[src/rtl/alu_seq_pkg.sv]
// Shared encodings for the ALU execution sequencer: opcodes, FSM states, flag bit positions.
package alu_seq_pkg;

  typedef enum logic [3:0] {
    OP_NOP  = 4'd0,
    OP_ADD  = 4'd1,
    OP_SUB  = 4'd2,
    OP_AND  = 4'd3,
    OP_OR   = 4'd4,
    OP_XOR  = 4'd5,
    OP_LSL  = 4'd6,
    OP_LSR  = 4'd7,
    OP_LDI  = 4'd8,
    OP_LD   = 4'd9,
    OP_ST   = 4'd10,
    OP_BZ   = 4'd11,
    OP_HALT = 4'd15
  } opcode_e;

  typedef enum logic [2:0] {
    S_IDLE, S_FETCH0, S_FETCH1, S_FETCH2, S_EXEC, S_MEM, S_HALT
  } state_e;

  // Flags vector is {Z,C,N,O}
  localparam int FLAG_Z = 3;
  localparam int FLAG_C = 2;
  localparam int FLAG_N = 1;
  localparam int FLAG_O = 0;

endpackage

[src/rtl/alu_seq_alu.sv]
// Combinational ALU for register-register and shift ops; returns result and {Z,C,N,O}.
module alu_seq_alu
  import alu_seq_pkg::*;
#(
  parameter int DATA_W = 16
) (
  input  opcode_e           op,
  input  logic [DATA_W-1:0] a,
  input  logic [DATA_W-1:0] b,
  output logic [DATA_W-1:0] result,
  output logic [3:0]        flags
);

  localparam int M = DATA_W - 1;

  logic [DATA_W:0] sum;
  logic            c;
  logic            o;

  // Operation select plus carry/overflow; C is a borrow for SUB
  always_comb begin
    sum    = '0;
    result = '0;
    c      = 1'b0;
    o      = 1'b0;
    case (op)
      OP_ADD: begin
        sum    = {1'b0, a} + {1'b0, b};
        result = sum[DATA_W-1:0];
        c      = sum[DATA_W];
        o      = (a[M] == b[M]) && (result[M] != a[M]);
      end
      OP_SUB: begin
        result = a - b;
        c      = (a < b);
        o      = (a[M] != b[M]) && (result[M] != a[M]);
      end
      OP_AND: result = a & b;
      OP_OR:  result = a | b;
      OP_XOR: result = a ^ b;
      OP_LSL: begin
        result = {a[DATA_W-2:0], 1'b0};
        c      = a[M];
      end
      OP_LSR: begin
        result = {1'b0, a[DATA_W-1:1]};
        c      = a[0];
      end
      default: result = '0;
    endcase
    flags         = '0;
    flags[FLAG_Z] = (result == '0);
    flags[FLAG_C] = c;
    flags[FLAG_N] = result[M];
    flags[FLAG_O] = o;
  end

endmodule

[src/rtl/alu_exec_sequencer.sv]
// Multi-cycle 16-bit-instruction sequencer with byte-wide memory port and 8 x DATA_W registers.
module alu_exec_sequencer
  import alu_seq_pkg::*;
#(
  parameter int DATA_W = 16,
  parameter int ADDR_W = 16
) (
  input  logic              Clock,
  input  logic              Reset_n,
  input  logic              Start,
  input  logic [ADDR_W-1:0] StartAddr,
  output logic [ADDR_W-1:0] Mem_Addr,
  output logic              Mem_CS,
  output logic              Mem_WR,
  output logic [7:0]        Mem_WrData,
  input  logic [7:0]        Mem_RdData,
  output logic              Busy,
  output logic              Halted,
  output logic [3:0]        Flags,
  output logic [ADDR_W-1:0] PC,
  output logic [15:0]       IROut,
  input  logic [2:0]        DbgSel,
  output logic [DATA_W-1:0] DbgData
);

  localparam int NB = DATA_W / 8;
  localparam int CW = $clog2(NB + 1);

  state_e                 state;
  logic [ADDR_W-1:0]      pc;
  logic [15:0]            ir;
  logic [7:0][DATA_W-1:0] regs;
  logic [3:0]             flags;
  logic                   busy, halted;
  logic [ADDR_W-1:0]      mem_addr;
  logic                   mem_cs, mem_wr;
  logic [7:0]             mem_wdata;
  logic [CW-1:0]          byte_cnt;
  logic [DATA_W-1:0]      ld_buf;

  // Instruction fields
  opcode_e           op;
  logic [2:0]        rd, rs1, rs2;
  logic [DATA_W-1:0] rs1_val, rs2_val, alu_res, ld_word;
  logic [3:0]        alu_flags;
  logic [ADDR_W-1:0] base, br_off, pc_exec_next;

  assign op      = opcode_e'(ir[15:12]);
  assign rd      = ir[11:9];
  assign rs1     = ir[8:6];
  assign rs2     = ir[5:3];
  assign rs1_val = regs[rs1];
  assign rs2_val = regs[rs2];
  assign base    = ADDR_W'(rs1_val);
  assign br_off  = ADDR_W'($signed(ir[8:0]));
  // pc has already advanced past this instruction when EXEC runs
  assign pc_exec_next = (op == OP_BZ && flags[FLAG_Z]) ? pc + br_off : pc;

  alu_seq_alu #(.DATA_W(DATA_W)) u_alu (
    .op     (op),
    .a      (rs1_val),
    .b      (rs2_val),
    .result (alu_res),
    .flags  (alu_flags)
  );

  // Final LD word: lower bytes already captured, top byte arrives this cycle
  always_comb begin
    ld_word = ld_buf;
    ld_word[DATA_W-1 -: 8] = Mem_RdData;
  end

  // Sequencer FSM; memory strobes are registered so they are set up one state ahead
  always_ff @(posedge Clock or negedge Reset_n) begin
    if (!Reset_n) begin
      state     <= S_IDLE;
      pc        <= '0;
      ir        <= '0;
      regs      <= '0;
      flags     <= '0;
      busy      <= 1'b0;
      halted    <= 1'b0;
      mem_addr  <= '0;
      mem_cs    <= 1'b0;
      mem_wr    <= 1'b0;
      mem_wdata <= '0;
      byte_cnt  <= '0;
      ld_buf    <= '0;
    end else begin
      case (state)
        S_IDLE, S_HALT: begin
          if (Start) begin
            state    <= S_FETCH0;
            pc       <= StartAddr;
            halted   <= 1'b0;
            busy     <= 1'b1;
            mem_cs   <= 1'b1;
            mem_wr   <= 1'b0;
            mem_addr <= StartAddr;
          end
        end
        S_FETCH0: begin
          state    <= S_FETCH1;
          mem_addr <= pc + ADDR_W'(1);
        end
        S_FETCH1: begin
          ir[7:0] <= Mem_RdData;
          mem_cs  <= 1'b0;
          state   <= S_FETCH2;
        end
        S_FETCH2: begin
          ir[15:8] <= Mem_RdData;
          pc       <= pc + ADDR_W'(2);
          state    <= S_EXEC;
        end
        S_EXEC: begin
          case (op)
            OP_LD: begin
              state    <= S_MEM;
              byte_cnt <= '0;
              mem_cs   <= 1'b1;
              mem_wr   <= 1'b0;
              mem_addr <= base;
            end
            OP_ST: begin
              state     <= S_MEM;
              byte_cnt  <= '0;
              mem_cs    <= 1'b1;
              mem_wr    <= 1'b1;
              mem_addr  <= base;
              mem_wdata <= rs2_val[7:0];
            end
            OP_HALT: begin
              state  <= S_HALT;
              busy   <= 1'b0;
              halted <= 1'b1;
              mem_cs <= 1'b0;
            end
            default: begin
              if (op == OP_ADD || op == OP_SUB || op == OP_AND || op == OP_OR ||
                  op == OP_XOR || op == OP_LSL || op == OP_LSR) begin
                regs[rd] <= alu_res;
                flags    <= alu_flags;
              end else if (op == OP_LDI) begin
                regs[rd] <= DATA_W'(ir[7:0]);
              end
              pc       <= pc_exec_next;
              state    <= S_FETCH0;
              mem_cs   <= 1'b1;
              mem_wr   <= 1'b0;
              mem_addr <= pc_exec_next;
            end
          endcase
        end
        S_MEM: begin
          if (op == OP_ST) begin
            if (byte_cnt == CW'(NB - 1)) begin
              state    <= S_FETCH0;
              mem_wr   <= 1'b0;
              mem_addr <= pc;
            end else begin
              byte_cnt  <= byte_cnt + 1'b1;
              mem_addr  <= base + ADDR_W'(byte_cnt + 1'b1);
              mem_wdata <= rs2_val[8*(int'(byte_cnt)+1) +: 8];
            end
          end else begin
            // Read data trails its strobe by one cycle, so byte k lands at count k+1
            if (byte_cnt == CW'(NB)) begin
              regs[rd] <= ld_word;
              state    <= S_FETCH0;
              mem_cs   <= 1'b1;
              mem_addr <= pc;
            end else begin
              if (byte_cnt != '0)
                ld_buf[8*(int'(byte_cnt)-1) +: 8] <= Mem_RdData;
              byte_cnt <= byte_cnt + 1'b1;
              if (byte_cnt + 1'b1 < CW'(NB))
                mem_addr <= base + ADDR_W'(byte_cnt + 1'b1);
              else
                mem_cs <= 1'b0;
            end
          end
        end
        default: state <= S_IDLE;
      endcase
    end
  end

  assign Mem_Addr   = mem_addr;
  assign Mem_CS     = mem_cs;
  assign Mem_WR     = mem_wr;
  assign Mem_WrData = mem_wdata;
  assign Busy       = busy;
  assign Halted     = halted;
  assign Flags      = flags;
  assign PC         = pc;
  assign IROut      = ir;
  assign DbgData    = regs[DbgSel];

endmodule

[config.mk]
export PLATFORM = sky130hd
export DESIGN_NAME = alu_exec_sequencer
export DESIGN_NICKNAME = d
export VERILOG_FILES = /design/src/rtl/alu_seq_pkg.sv /design/src/rtl/alu_seq_alu.sv /design/src/rtl/alu_exec_sequencer.sv
export SDC_FILE = /design/constraint.sdc
export NUM_CORES = 1
export LEC_CHECK = 0
export ABC_CLOCK_PERIOD_IN_PS = 7200
export CAP_MARGIN = 10
export CORE_MARGIN = 2
export CORE_UTILIZATION = 40
export CTS_BUF_LIST = sky130_fd_sc_hd__clkbuf_16
export CTS_CLUSTER_SIZE = 12
export DETAILED_ROUTE_END_ITERATION = 8
export GPL_ROUTABILITY_DRIVEN = 0
export GPL_TIMING_DRIVEN = 0
export PLACE_DENSITY = 0.58
export SLEW_MARGIN = 0
export SYNTH_ARGS = -nofsm -noshare
export SYNTH_HDL_FRONTEND = slang
export SYNTH_SLANG_ARGS = --single-unit
[constraint.sdc]
create_clock -name Clock -period 7.2 [get_ports Clock]
set_clock_uncertainty 0.15 [all_clocks]
set_input_delay 1.44 -clock Clock [delete_from_list [all_inputs] [get_ports Clock]]
set_output_delay 1.44 -clock Clock [all_outputs]
set_load 0.01 [all_outputs]
==> summary.txt <==
run results: worst path arrival time 7100 ps, Setup CP Type register to register, DP Worst Slack 500 ps, fmax 0.146 GHz, Hold/Removal Path Class register to register, Die Span Y 207 um, CTS resizes 0, Num CTS Buffers 25, post-detailed-route via-to-cell ratio 6.22, Post-Syn Area per Cell 9.80 um^2, Final nets 1929, number of global-route vias before repair 14400, crit path launch type register, ys async rst share 1.00, Sum Neg Setup Slack 0 ps, number of remaining DRC errors 0, max-capacitance violation count 0, period utilization 0.949, Seq share, synth 0.311, Top cell excl fill/tap dfrtp_1, post-route cell area 19000 um^2, total global-route track usage 0.267, H-tree Lvls 1, total global routing overflow 0, Post-CTS Hold Fix Bufs 0, die area 42900 um^2, R2R Path End regs[63], core footprint 40800 um^2, clk slew on worst S/H paths 60 ps, initial antenna violation count 1, routed len/inst 24.8 um, yosys stat area 16500 um^2, first-pass GRT wire length 89200 um, tool warnings 70, Worst Setup SP IROut[8], worst hold margin 332 ps, Synthesized Nets 1795, number of I/O port buffers 106, CP Max Fanout 10, Reg2Reg Depth 17, DP Wirelength 43900 um, # Cells Yosys 1685, Hold Path Origin Mem_WrData[2], post-route ant nets 0, CTS Sinks 205, RSZ-0062 raised after global routing false, status finished clean, FP Core Util 0.404, CTS root buffer clkbuf_16, crit-path max cell delay 830 ps, worst r2r src IROut[8], hold endpoint Mem_WrData[2], most numerous logic cells after layout 205 x dfrtp_1, 159 x nor2_1, 152 x mux2_2, Synth flops 205, Crit. End Element register, Clock Path Buffers 3, Placed Area 18300 um^2, relative slew slack 0.129
[cell type report]
class                   instances  area [um^2]  share of cell area
multi-input cells            1293        10600               0.558
flip-flops and latches        205         5130               0.270
repair buffers                107         1090              0.0575
well taps                     532          666              0.0350
clock buffers                  25          626              0.0329
plain buffers                 118          510              0.0268
inverters                      69          259              0.0136
clock inverters                19          138             0.00723
[synth_stat cells (all sizes together), types with 17 or more instances]
cell type    n  area, um^2
a211oi      18         135
a221oi      29         267
nor2       159         597
nor2b       17         106
clkbuf      94         353
ha          76         951
o21ai      116         626
nor3        29         155
a21oi      121         613
a31oi       18         113
mux2i       34         389
xnor2       31         272
inv         69         259
buf         24         158
nand2b      19         119
nand3       33         165
mux4        95        2200
nand2      148         556
mux2       153        1730
dfrtp      205        5130
[state kept, by name, summed over array words and instances, names as in the netlist, 2 cells and up]
signal and count:
Mem_Addr 16, byte_cnt 2, ld_buf 8, PC 16, Flags 4, Mem_WrData 8, IROut 16, state 3
regs 128
[worst max-delay path: cells and delay by family, from the launching register on]
family / cells / cell delay [ps]
buffers and inverters: 5 / 1500
muxes: 3 / 1490
AOI/OAI and AO/OA: 8 / 2540
adders and majority gates: 1 / 290
DFF: 1 / 710
[routing by layer]
| layer | track usage | up-vias | wire length [um] |
|---|---|---|---|
| li1 | - | 6545 | - |
| met1 | 0.353 | 7316 | 24200 |
| met2 | 0.443 | 722 | 27800 |
| met3 | 0.0391 | 141 | 4370 |
| met4 | 0.101 | 0 | 2270 |
| met5 | 0 | - | 0 |
[logic make-up after synthesis]
family | count (synthesis) | share of synthesized area
fa+ha+maj | 80 | 0.0624
compound gates | 425 | 0.169
flops | 205 | 0.311
xor+xnor | 41 | 0.0217
buf+inv | 187 | 0.0466
simple gates | 465 | 0.128
mux | 282 | 0.261
### Clock routing

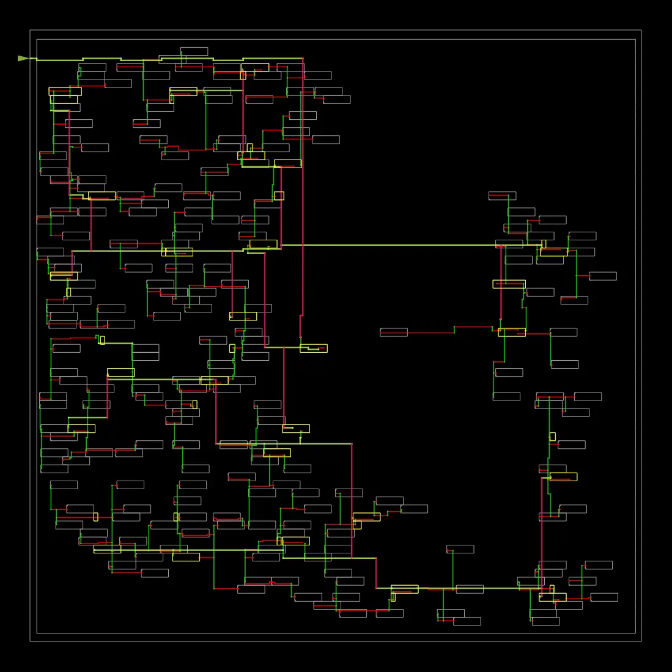
CLK BUF: 25
Skew-Pair Late Insertion Delay: 540 ps
flop count: 205

### Sizing map

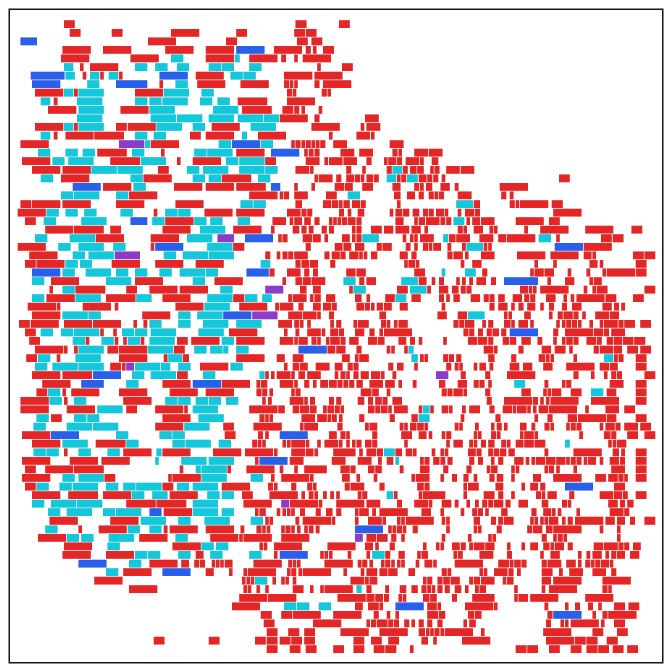
[purple] drive 3 to 4 | cells: 9 | share: 0.49%
[cyan] drive 2 | cells: 282 | share: 15%
[blue] drive 6 and up | cells: 34 | share: 1.9%
[red] drive 1 or less | cells: 1511 | share: 82%
Signal buffers: 225
Layout area overhead: 15.3%

